## src/rtl/stream_packet_arbiter_if.sv

```systemverilog
`default_nettype none
// ============================================================================
// stream_packet_arbiter_if
// Source-side and sink-side stream signals shared by the packet arbiter.
// Revision: 1.0
// ============================================================================
interface stream_packet_arbiter_if #(
   parameter int T_DATA_WIDTH = 1,
   parameter int KEEP_WIDTH   = 8,
   parameter int N_SRC        = 2
);
   localparam int SRC_W = (N_SRC > 1) ? $clog2(N_SRC) : 1;

   logic [N_SRC-1:0][KEEP_WIDTH-1:0][T_DATA_WIDTH-1:0] s_data_in;
   logic [N_SRC-1:0][KEEP_WIDTH-1:0]                   s_keep_in;
   logic [N_SRC-1:0]                                   s_last_in;
   logic [N_SRC-1:0]                                   s_valid_in;
   logic [N_SRC-1:0]                                   s_ready_out;
   logic [KEEP_WIDTH-1:0][T_DATA_WIDTH-1:0]            m_data_out;
   logic [KEEP_WIDTH-1:0]                              m_keep_out;
   logic                                               m_last_out;
   logic                                               m_valid_out;
   logic                                               m_ready_in;
   logic [SRC_W-1:0]                                   m_id_out;
   logic                                               busy_out;

   // Arbiter view
   modport slave (
      input  s_data_in, s_keep_in, s_last_in, s_valid_in, m_ready_in,
      output s_ready_out, m_data_out, m_keep_out, m_last_out, m_valid_out,
             m_id_out, busy_out
   );

   // Environment view: drives the sources and the downstream ready
   modport master (
      output s_data_in, s_keep_in, s_last_in, s_valid_in, m_ready_in,
      input  s_ready_out, m_data_out, m_keep_out, m_last_out, m_valid_out,
             m_id_out, busy_out
   );
endinterface
`default_nettype wire

```

## src/rtl/stream_packet_arbiter.sv

```systemverilog
`default_nettype none
// ============================================================================
// stream_packet_arbiter
// Packet-atomic round-robin arbiter: N_SRC stream sources onto one sink.
// Revision: 1.0
// ============================================================================
module stream_packet_arbiter #(
   parameter int T_DATA_WIDTH = 1,
   parameter int KEEP_WIDTH   = 8,
   parameter int N_SRC        = 2
) (
   input wire clk,
   input wire rst_n,
   stream_packet_arbiter_if.slave bus
);
   localparam int SRC_W = (N_SRC > 1) ? $clog2(N_SRC) : 1;

   typedef enum logic [0:0] {
      IDLE = 1'b0,
      LOCK = 1'b1
   } state_t;

   state_t                                 r_state, w_state_nxt;
   logic [SRC_W-1:0]                       r_grant, w_grant_nxt;
   logic [SRC_W-1:0]                       r_rr_ptr, w_rr_ptr_nxt;
   logic [SRC_W-1:0]                       w_sel;
   logic                                   w_sel_found;
   logic [SRC_W-1:0]                       w_src;
   logic                                   w_active;
   logic                                   w_valid;
   logic                                   w_last;
   logic                                   w_xfer;
   logic [N_SRC-1:0]                       w_ready;
   logic [KEEP_WIDTH-1:0][T_DATA_WIDTH-1:0] w_data;
   logic [KEEP_WIDTH-1:0]                  w_keep;

   function automatic logic [SRC_W-1:0] f_next_src(input logic [SRC_W-1:0] x);
      if (x == SRC_W'(N_SRC - 1)) begin
         return '0;
      end
      return x + SRC_W'(1);
   endfunction

   // First valid source at or after rr_ptr, wrapping modulo N_SRC
   always_comb begin : p_rr_search
      int idx;
      w_sel       = '0;
      w_sel_found = 1'b0;
      idx         = 0;
      for (int k = 0; k < N_SRC; k++) begin
         idx = int'(r_rr_ptr) + k;
         if (idx >= N_SRC) begin
            idx = idx - N_SRC;
         end
         for (int i = 0; i < N_SRC; i++) begin
            if (!w_sel_found && (i == idx) && bus.s_valid_in[i]) begin
               w_sel       = SRC_W'(i);
               w_sel_found = 1'b1;
            end
         end
      end
   end

   assign w_src    = (r_state == LOCK) ? r_grant : w_sel;
   assign w_active = rst_n && ((r_state == LOCK) || w_sel_found);

   always_comb begin : p_mux
      w_valid = 1'b0;
      w_last  = 1'b0;
      w_data  = '0;
      w_keep  = '0;
      w_ready = '0;
      for (int i = 0; i < N_SRC; i++) begin
         if (w_active && (w_src == SRC_W'(i))) begin
            w_ready[i] = bus.m_ready_in;
            if (bus.s_valid_in[i]) begin
               w_valid = 1'b1;
               w_last  = bus.s_last_in[i];
               w_data  = bus.s_data_in[i];
               w_keep  = bus.s_keep_in[i];
            end
         end
      end
   end

   assign w_xfer = w_valid && bus.m_ready_in;

   always_comb begin : p_next
      w_state_nxt  = r_state;
      w_grant_nxt  = r_grant;
      w_rr_ptr_nxt = r_rr_ptr;
      case (r_state)
         IDLE: begin
            if (w_xfer) begin
               if (w_last) begin
                  w_rr_ptr_nxt = f_next_src(w_sel);
               end else begin
                  w_state_nxt = LOCK;
                  w_grant_nxt = w_sel;
               end
            end
         end
         LOCK: begin
            if (w_xfer && w_last) begin
               w_state_nxt  = IDLE;
               w_rr_ptr_nxt = f_next_src(r_grant);
            end
         end
         default: begin
            w_state_nxt = IDLE;
         end
      endcase
   end

   always_ff @(posedge clk or negedge rst_n) begin
      if (!rst_n) begin
         r_state  <= IDLE;
         r_grant  <= '0;
         r_rr_ptr <= '0;
      end else begin
         r_state  <= w_state_nxt;
         r_grant  <= w_grant_nxt;
         r_rr_ptr <= w_rr_ptr_nxt;
      end
   end

   // Every path above is already qualified by rst_n through w_active
   assign bus.s_ready_out = w_ready;
   assign bus.m_valid_out = w_valid;
   assign bus.m_last_out  = w_last;
   assign bus.m_data_out  = w_data;
   assign bus.m_keep_out  = w_keep;
   assign bus.m_id_out    = w_active ? w_src : '0;
   assign bus.busy_out    = rst_n && (r_state == LOCK);

endmodule
`default_nettype wire

```

## src/flat_wrapper.sv

```systemverilog
// flat-port wrapper written by rule: the top's interface ports become plain ports
module stream_packet_arbiter_flat 
#(
   parameter int T_DATA_WIDTH = 1,
   parameter int KEEP_WIDTH   = 8,
   parameter int N_SRC        = 2
)
  (clk, rst_n, bus_s_data_in, bus_s_keep_in, bus_s_last_in, bus_s_valid_in, bus_m_ready_in, bus_s_ready_out, bus_m_data_out, bus_m_keep_out, bus_m_last_out, bus_m_valid_out, bus_m_id_out, bus_busy_out);
  stream_packet_arbiter_if #(.T_DATA_WIDTH(T_DATA_WIDTH), .KEEP_WIDTH(KEEP_WIDTH), .N_SRC(N_SRC)) bus_i ();
  input wire clk;
  input wire rst_n;
  input wire logic [$bits(bus_i.s_data_in)-1:0] bus_s_data_in;
  input wire logic [$bits(bus_i.s_keep_in)-1:0] bus_s_keep_in;
  input wire logic [$bits(bus_i.s_last_in)-1:0] bus_s_last_in;
  input wire logic [$bits(bus_i.s_valid_in)-1:0] bus_s_valid_in;
  input wire logic [$bits(bus_i.m_ready_in)-1:0] bus_m_ready_in;
  output wire logic [$bits(bus_i.s_ready_out)-1:0] bus_s_ready_out;
  output wire logic [$bits(bus_i.m_data_out)-1:0] bus_m_data_out;
  output wire logic [$bits(bus_i.m_keep_out)-1:0] bus_m_keep_out;
  output wire logic [$bits(bus_i.m_last_out)-1:0] bus_m_last_out;
  output wire logic [$bits(bus_i.m_valid_out)-1:0] bus_m_valid_out;
  output wire logic [$bits(bus_i.m_id_out)-1:0] bus_m_id_out;
  output wire logic [$bits(bus_i.busy_out)-1:0] bus_busy_out;
  assign bus_i.s_data_in = bus_s_data_in;
  assign bus_i.s_keep_in = bus_s_keep_in;
  assign bus_i.s_last_in = bus_s_last_in;
  assign bus_i.s_valid_in = bus_s_valid_in;
  assign bus_i.m_ready_in = bus_m_ready_in;
  assign bus_s_ready_out = bus_i.s_ready_out;
  assign bus_m_data_out = bus_i.m_data_out;
  assign bus_m_keep_out = bus_i.m_keep_out;
  assign bus_m_last_out = bus_i.m_last_out;
  assign bus_m_valid_out = bus_i.m_valid_out;
  assign bus_m_id_out = bus_i.m_id_out;
  assign bus_busy_out = bus_i.busy_out;
  stream_packet_arbiter #(.T_DATA_WIDTH(T_DATA_WIDTH), .KEEP_WIDTH(KEEP_WIDTH), .N_SRC(N_SRC)) u_core (.clk(clk), .rst_n(rst_n), .bus(bus_i));
endmodule
```

## config.mk

```make
export PLATFORM = sky130hd
export DESIGN_NAME = stream_packet_arbiter_flat
export DESIGN_NICKNAME = d
export VERILOG_FILES = /design/src/rtl/stream_packet_arbiter_if.sv /design/src/rtl/stream_packet_arbiter.sv /design/src/flat_wrapper.sv
export SDC_FILE = /design/constraint.sdc
export NUM_CORES = 1
export LEC_CHECK = 0
export ABC_CLOCK_PERIOD_IN_PS = 2420
export CORE_MARGIN = 2
export CORE_UTILIZATION = 23
export CTS_CLUSTER_DIAMETER = 150
export CTS_CLUSTER_SIZE = 25
export DETAILED_ROUTE_END_ITERATION = 8
export PLACE_DENSITY = 0.8
export SLEW_MARGIN = 15
export SYNTH_ARGS = -nofsm -noshare
export SYNTH_HDL_FRONTEND = slang
export SYNTH_SLANG_ARGS = --single-unit
```

## constraint.sdc

```tcl
create_clock -name clk -period 2.42 [get_ports clk]
set_clock_uncertainty 0.05 [all_clocks]
set_input_delay 0.726 -clock clk [delete_from_list [all_inputs] [get_ports clk]]
set_output_delay 0.726 -clock clk [all_outputs]
set_load 0.1 [all_outputs]
```

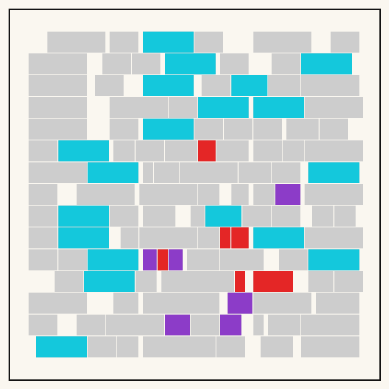
run_1/gate_families.png
Scale: 8 px per micron.
legend:
  red:
    family: NAND gates
    cells: 6
    most_used: nand2_1
  purple:
    family: inverting AOI/OAI gates
    cells: 6
    where: bottom center
  cyan:
    family: AND-OR and OR-AND gates
    cells: 19
    most_used: a22o_4

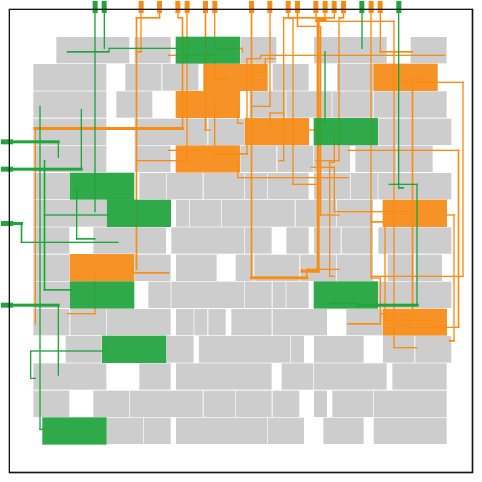
run_1/port_nets.png
Scale: 10 px per micron.
legend:
  green:
    port: `bus_m_keep_out`
    direction: output
    end_cells: 8
    buffers: 8
    wire: 202 microns
  orange:
    port: `bus_s_data_in`
    direction: input
    end_cells: 8
    buffers: 16
    wire: 604 microns

==> impl_metrics.csv, run 1 <==
group,metric,value,unit
global_route,antenna_found_initial,0,
final_timing,grt_setup_unrepaired,"yes",
detailed_routing,drcViolationCount,0,
detailed_routing,wl_met3,126,microns
global_route,met2_usage,50.6,%
global_route,grt_pass1_wl,3.48,mm
setup_path,worstSetupEndpoint,"bus_s_ready_out[0]",
final_timing,final.setup.tns,-1180,ps
setup_path,cp_max_fo,2,
detailed_routing,wl_met2,1.89,mm
clock_network,clockBufferDepth,2,
run_status,status,"complete, but fails checks",
final_timing,setup_viol,19,
synthesis,ys_seq_share,18.3,%
global_route,grt_max_degree,11,
run_status,violations,"setup timing",
final_timing,fin_ws,-99.3,ps
final_timing,fmax,397,MHz
setup_path,cp.arrival,1740,ps
die,boundaryPins,61,
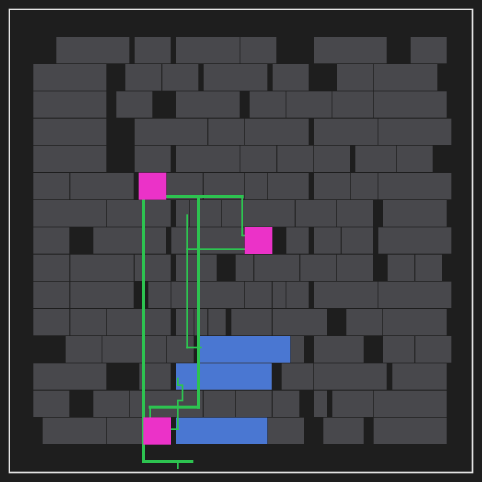
run_1/clock_map.png
Scale: 10 px per micron.
legend:
  blue:
    item: flip-flops
    count: 3
  green:
    item: clock wires
    length: 106 microns
  magenta:
    item: cells driving clock nets
    count: 3
routed clock nets: 4

-- run 1: worst max-delay path, cell delays in order --
cell,delay [ps]
buf_8,100
buf_6,110
o311ai_1,510
nor2_4,100
buf_12,190
-- run 1: sequential cells by signal (all words and copies together) (netlist names) --
| name | cells |
|---|---|
| u_core.r_grant | 1 |
| u_core.r_rr_ptr | 1 |
| u_core.r_state | 1 |
-- run 1: timing repair --
action / in CTS / in global routing
cloned: 2 / 0
gates resized: 37 / 4
setup endpoints to repair: 22 / 21
pin swaps: 12 / 2
buffers inserted: 0 / 0
-- run 1: stage by stage --
step	cell area [sq um]	cells
final	1550	144
after global routing	1550	144
after CTS	1540	144
after detailed placement	1410	138
after global placement	1410	138
after floorplan	524	47
-- run 1: synthesized netlist by cell type, drive strengths merged --
cell type  number
nand2           4
dfrtp           3
mux2i           1
a22o           17
o2111a          2
buf             3
o41ai           1
o31ai           1
and3            1
o311ai          1
nor2            1
and2            2
o21ai           3
inv             1
or2             1
nor2b           1
clkbuf          2
nand2b          2
-- run 1: kinds of logic (layout without fill, tap and decap cells) --
| logic type | Yosys count | after routing | share of synthesized area, % |
|---|---|---|---|
| compound gates | 25 | 25 | 53.8 |
| simple gates | 12 | 12 | 15.3 |
| buf+inv | 6 | 78 | 10.1 |
| flops | 3 | 3 | 18.3 |
| mux | 1 | 1 | 2.45 |
-- run 1: cell type report --
class                           count  area [sq um]
Multi-Input combinational cell     38           467
Fill cell                          61           155
Timing Repair Buffer               73           948
Tap cell                           25          31.3
Inverter                            1          3.75
Clock buffer                        4          26.3
Sequential cell                     3          76.3
-- run 1: report_power, final --
group	switching, mW	leakage (nW)	total (mW)	internal, mW
sequential	0.0413	0.0335	0.118	0.0767
combinational	0.832	0.639	1.41	0.576
clock	0.0315	0.0150	0.0936	0.0621
total	0.905	0.687	1.62	0.715
## Run 2: what changed since run 1
--- a/config.mk
+++ b/config.mk
@@ -5,7 +5,6 @@
 export SDC_FILE = /design/constraint.sdc
 export NUM_CORES = 1
 export LEC_CHECK = 0
-export ABC_CLOCK_PERIOD_IN_PS = 2420
 export CORE_MARGIN = 2
 export CORE_UTILIZATION = 23
 export CTS_CLUSTER_DIAMETER = 150
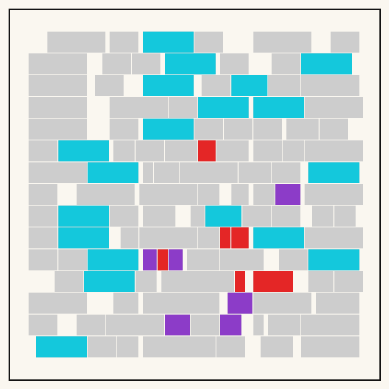
run_2/gate_families.png
Scale: 8 px per micron.
legend:
  cyan:
    family: AND-OR and OR-AND gates
    cells: 19
    most_used: a22o_4
  purple:
    family: inverting AOI/OAI gates
    cells: 6
    where: bottom center
  red:
    family: NAND gates
    cells: 6
    most_used: nand2_1

==> run 2 against run 1 <==
The flow still finishes with violations (setup timing); clock-buffer cell count unchanged; hold slack unchanged; sequential power about the same; synthesized cell count unchanged; wire length unchanged; global-route usage unchanged; first-iteration DRC count unchanged.
==> impl_metrics.csv, run 2 <==
group,metric,value,unit
run_status,status,"complete, but fails checks",
run_status,violations,"setup timing",
detailed_routing,drcViolationCount,0,
final_timing,grt_setup_unrepaired,"yes",
place,dp_cells,138,
synthesis,yosys.area_share.aoi,53.8,%
global_route,grt_pass1_wl,3.48,mm
final_timing,setup_viol,19,
setup_path,worstSetupEndpoint,"bus_s_ready_out[0]",
synthesis,simple_gate_share,15.3,%
global_route,antenna_found_initial,0,
detailed_routing,wl_met2,1.89,mm
synthesis,synthTopCellsByCount,"a22o_1, nand2_1, dfrtp_1",
final_timing,fin_ws,-99.3,ps
synthesis,edf_count,0,
synthesis,synth_top_cell_by_count,"a22o_1",
global_route,met2_usage,50.6,%
synthesis,xor_area_share,0,%
die,boundaryPins,61,
setup_path,cp_max_fo,2,
synthesis,ys_seq_share,18.3,%
detailed_routing,wl_met3,126,microns
global_route,grt_max_degree,11,
synthesis,postSynth.topFlopCell,"dfrtp_1",
finish,stdcell_count,144,
final_timing,final.setup.tns,-1180,ps
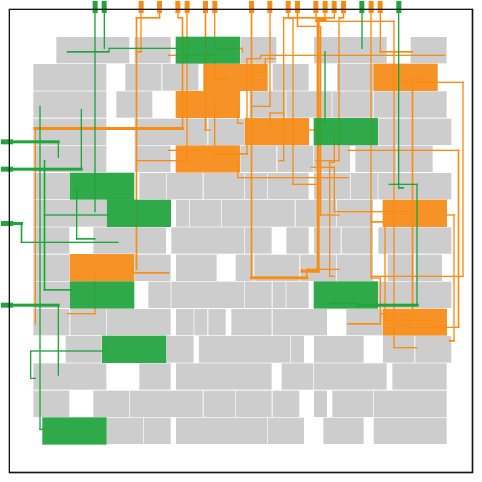
run_2/port_nets.png
Scale: 10 px per micron.
legend:
  green:
    port: `bus_m_keep_out`
    direction: output
    end_cells: 8
    buffers: 8
    wire: 202 microns
  orange:
    port: `bus_s_data_in`
    direction: input
    end_cells: 8
    buffers: 16
    wire: 604 microns

==> run 2: cell counts after synthesis <==
Identical to the previous run, type by type.
==> run 2: critical path: stages <==
cell and delay (ps):
buf_8 100, buf_6 110, o311ai_1 510, nor2_4 100, buf_12 190
==> run 2: what timing repair did <==
action | CTS | global route
hold buffers | 0 | 0
gates cloned | 2 | 0
gates resized | 37 | 4
endpoints found under the setup margin | 22 | 21
pin swaps | 12 | 2
==> run 2: how the worst min path moves through the flow <==
| stage | endpoint | cells past startpoint |
|---|---|---|
| floorplan | u_core.r_grant$_DFFE_PN0P_ | 0 |
| global placement | u_core.r_grant$_DFFE_PN0P_ | 2 |
| detailed placement | u_core.r_grant$_DFFE_PN0P_ | 2 |
| CTS | u_core.r_grant$_DFFE_PN0P_ | 2 |
| global route | u_core.r_grant$_DFFE_PN0P_ | 2 |
| finish | u_core.r_grant$_DFFE_PN0P_ | 2 |
==> run 2: logic make-up after synthesis <==
| logic type | after synthesis |
|---|---|
| AOI/OAI and AO/OA | 25 |
| buffers and inverters | 6 |
| DFF | 3 |
| and+or+nand+nor | 12 |
| muxes | 1 |
==> run 2: area by class of cell <==
class,count,area (sq um),share of cell area (%)
clock buffer,4,26.3,1.69
tap,25,31.3,2.01
inverter,1,3.75,0.242
timing repair buffer,73,948,61.1
sequential,3,76.3,4.92
multi-input combinational,38,467,30.1
==> run 2: through the flow <==
step | hold WS [ps] | utilization, % | instance area [sq um]
final | 398 | 90.9 | 1550
after global routing | 406 | 90.9 | 1550
after CTS | 382 | 90.1 | 1540
after detailed placement | 461 | 82.8 | 1410
after global placement | 445 | 82.8 | 1410
after floorplan | 380 | - | 524
==> run 2: power breakdown <==
part           switching [mW]  internal, mW
logic                   0.832         0.576
clock network          0.0315        0.0621
registers              0.0413        0.0767
total                   0.905         0.715
## Run 3: what changed since run 2
--- a/config.mk
+++ b/config.mk
@@ -11,7 +11,7 @@
 export CTS_CLUSTER_SIZE = 25
 export DETAILED_ROUTE_END_ITERATION = 8
 export PLACE_DENSITY = 0.8
-export SLEW_MARGIN = 15
+export SLEW_MARGIN = 20
 export SYNTH_ARGS = -nofsm -noshare
 export SYNTH_HDL_FRONTEND = slang
 export SYNTH_SLANG_ARGS = --single-unit
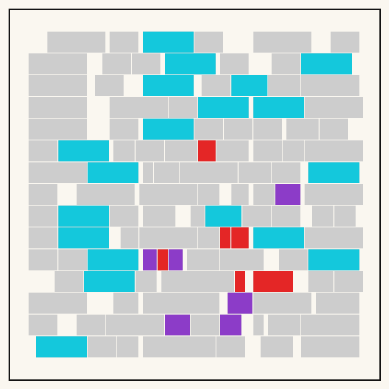
run_3/gate_families.png
Scale: 8 px per micron.
legend:
  red:
    family: NAND gates
    cells: 6
    most_used: nand2_1
  purple:
    family: inverting AOI/OAI gates
    cells: 6
    where: bottom center
  cyan:
    family: AND-OR and OR-AND gates
    cells: 19
    most_used: a22o_4

==> run 3 against run 2 <==
Critical path depth unchanged; worst setup slack unchanged; critical endpoint unchanged; synthesized cell count unchanged; the flow still finishes with violations (setup timing); wire length unchanged.
==> impl_metrics.csv, run 3 <==
group,metric,value,unit
clock_network,clkLatencyLatePin,250,ps
setup_path,reg2reg_from,"u_core.r_state$_DFF_PN0_",
global_route,grt_max_degree,11,
synthesis,yosys_cells,47,
synthesis,postSynth.topFlopCell,"dfrtp_1",
finish,areaGrowthSynthToFinish,280,%
final_timing,final.setup.tns,-1180,ps
setup_path,setup.worst_path.end_class,"primary output",
detailed_routing,antenna_left,0,
setup_path,worstSetupEndpoint,"bus_s_ready_out[0]",
final_timing,fmax,397,MHz
setup_path,crit_chain,"buf_8, buf_6, o311ai_1, nor2_4, buf_12",
synthesis,synthTopCellsByCount,"a22o_1, nand2_1, dfrtp_1",
die,core,0.00171,sq mm
synthesis,synth_top_cell_by_count,"a22o_1",
setup_path,rr_endpoint,"u_core.r_grant$_DFFE_PN0P_",
global_route,antenna_found_initial,0,
place,post-place-ws,-563,ps
finish,finalNetCount,159,
setup_path,cpPeakStageDelay,510,ps
clock_network,tritoncts,"built",
die,boundaryPins,61,
setup_path,critical_path.slowest_cell,"o311ai_1",
setup_path,rrSetupSlack,530,ps
synthesis,async_reset_ff_share,100,%
final_timing,fin_ws,-99.3,ps
setup_path,r2r_cells,6,
run_status,status,"complete, but fails checks",
synthesis,syn_area,409,sq um
final_timing,setup_viol,19,
setup_path,cp.arrival,1740,ps
synthesis,edf_count,0,
final_timing,grt_setup_unrepaired,"yes",
synthesis,ys_warn_count,0,
global_route,grt_pass1_wl,3.48,mm
synthesis,ys_seq_share,18.3,%
clock_network,cts_setup_buffers,0,
clock_network,cts_hold_buf,0,
run_status,violations,"setup timing",
synthesis,area_leaders,"a22o_1, dfrtp_1, buf_6",
clock_network,clockBufferDepth,2,
setup_path,crit_start,"bus_s_valid_in[0]",
finish,final_layout_size_suffix_gt1_share,57.1,%
finish,reg_top3,"u_core.r_grant (1), u_core.r_rr_ptr (1), u_core.r_state (1)",
detailed_routing,drcViolationCount,0,
setup_path,cp_max_fo,2,
finish,antenna_cells,0,
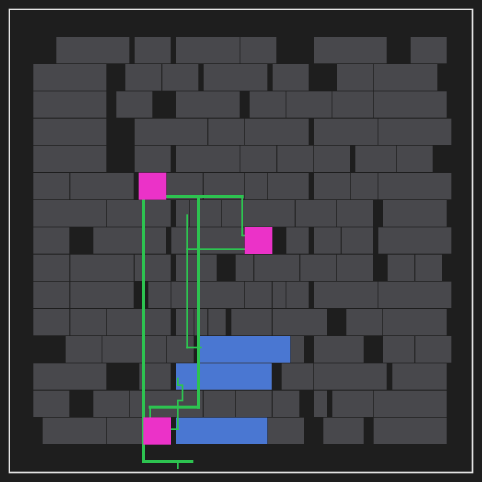
run_3/clock_map.png
Scale: 10 px per micron.
legend:
  green:
    item: clock wires
    length: 106 microns
  magenta:
    item: cells driving clock nets
    count: 3
  blue:
    item: flip-flops
    count: 3
routed clock nets: 4

-- run 3: cell counts in the layout (fill, tap and decap cells not counted) --
No cell type changed its count.
-- run 3: per-stage QoR --
step	area (sq um)	instances	hold WS, ps	utilization (%)	total power [mW]
CTS	1540	144	382	90.1	1.58
floorplan	524	47	380	-	0.936
global route	1550	144	406	90.9	1.67
finish	1550	144	398	90.9	1.62
detailed placement	1410	138	461	82.8	1.42
global placement	1410	138	445	82.8	1.40
-- run 3: routing by layer --
| metal | GRT usage (%) | up-vias | part of all wire, % |
|---|---|---|---|
| met4 | 10.9 | 0 | 4.1 |
| met3 | 2.35 | 12 | 4.0 |
| met2 | 50.6 | 37 | 60 |
| li1 | - | 334 | - |
| met1 | 21.6 | 357 | 31 |
| met5 | 0 | - | 0 |
-- run 3: cell type report --
cell class | instances | area [sq um]
fillers | 61 | 155
inverters | 1 | 3.75
flip-flops and latches | 3 | 76.3
multi-input cells | 38 | 467
clock buffers | 4 | 26.3
well taps | 25 | 31.3
repair buffers | 73 | 948
-- run 3: cell families after synthesis --
| kind of cell | after synthesis | share of synthesized area (%) |
|---|---|---|
| AND-OR/OR-AND | 25 | 53.8 |
| AND/OR/NAND/NOR | 12 | 15.3 |
| buffers and inverters | 6 | 10.1 |
| flip-flops | 3 | 18.3 |
| multiplexers | 1 | 2.45 |
-- run 3: worst max-delay path, delay by kind of cell --
kind	cells	cell delay [ps]
AOI/OAI and AO/OA	1	510
buffers and inverters	3	400
and+or+nand+nor	1	100
-- run 3: what timing repair did --
item	4_1_cts	5_1_grt
resized	37	4
gates cloned	2	0
pin swaps	12	2
endpoints found under the setup margin	22	21
-- run 3: power by group --
group          switching [mW]  internal, mW
Sequential             0.0413        0.0767
Clock                  0.0315        0.0621
Combinational           0.832         0.576
No activity file was given, so power comes from the tool's default toggle rates.
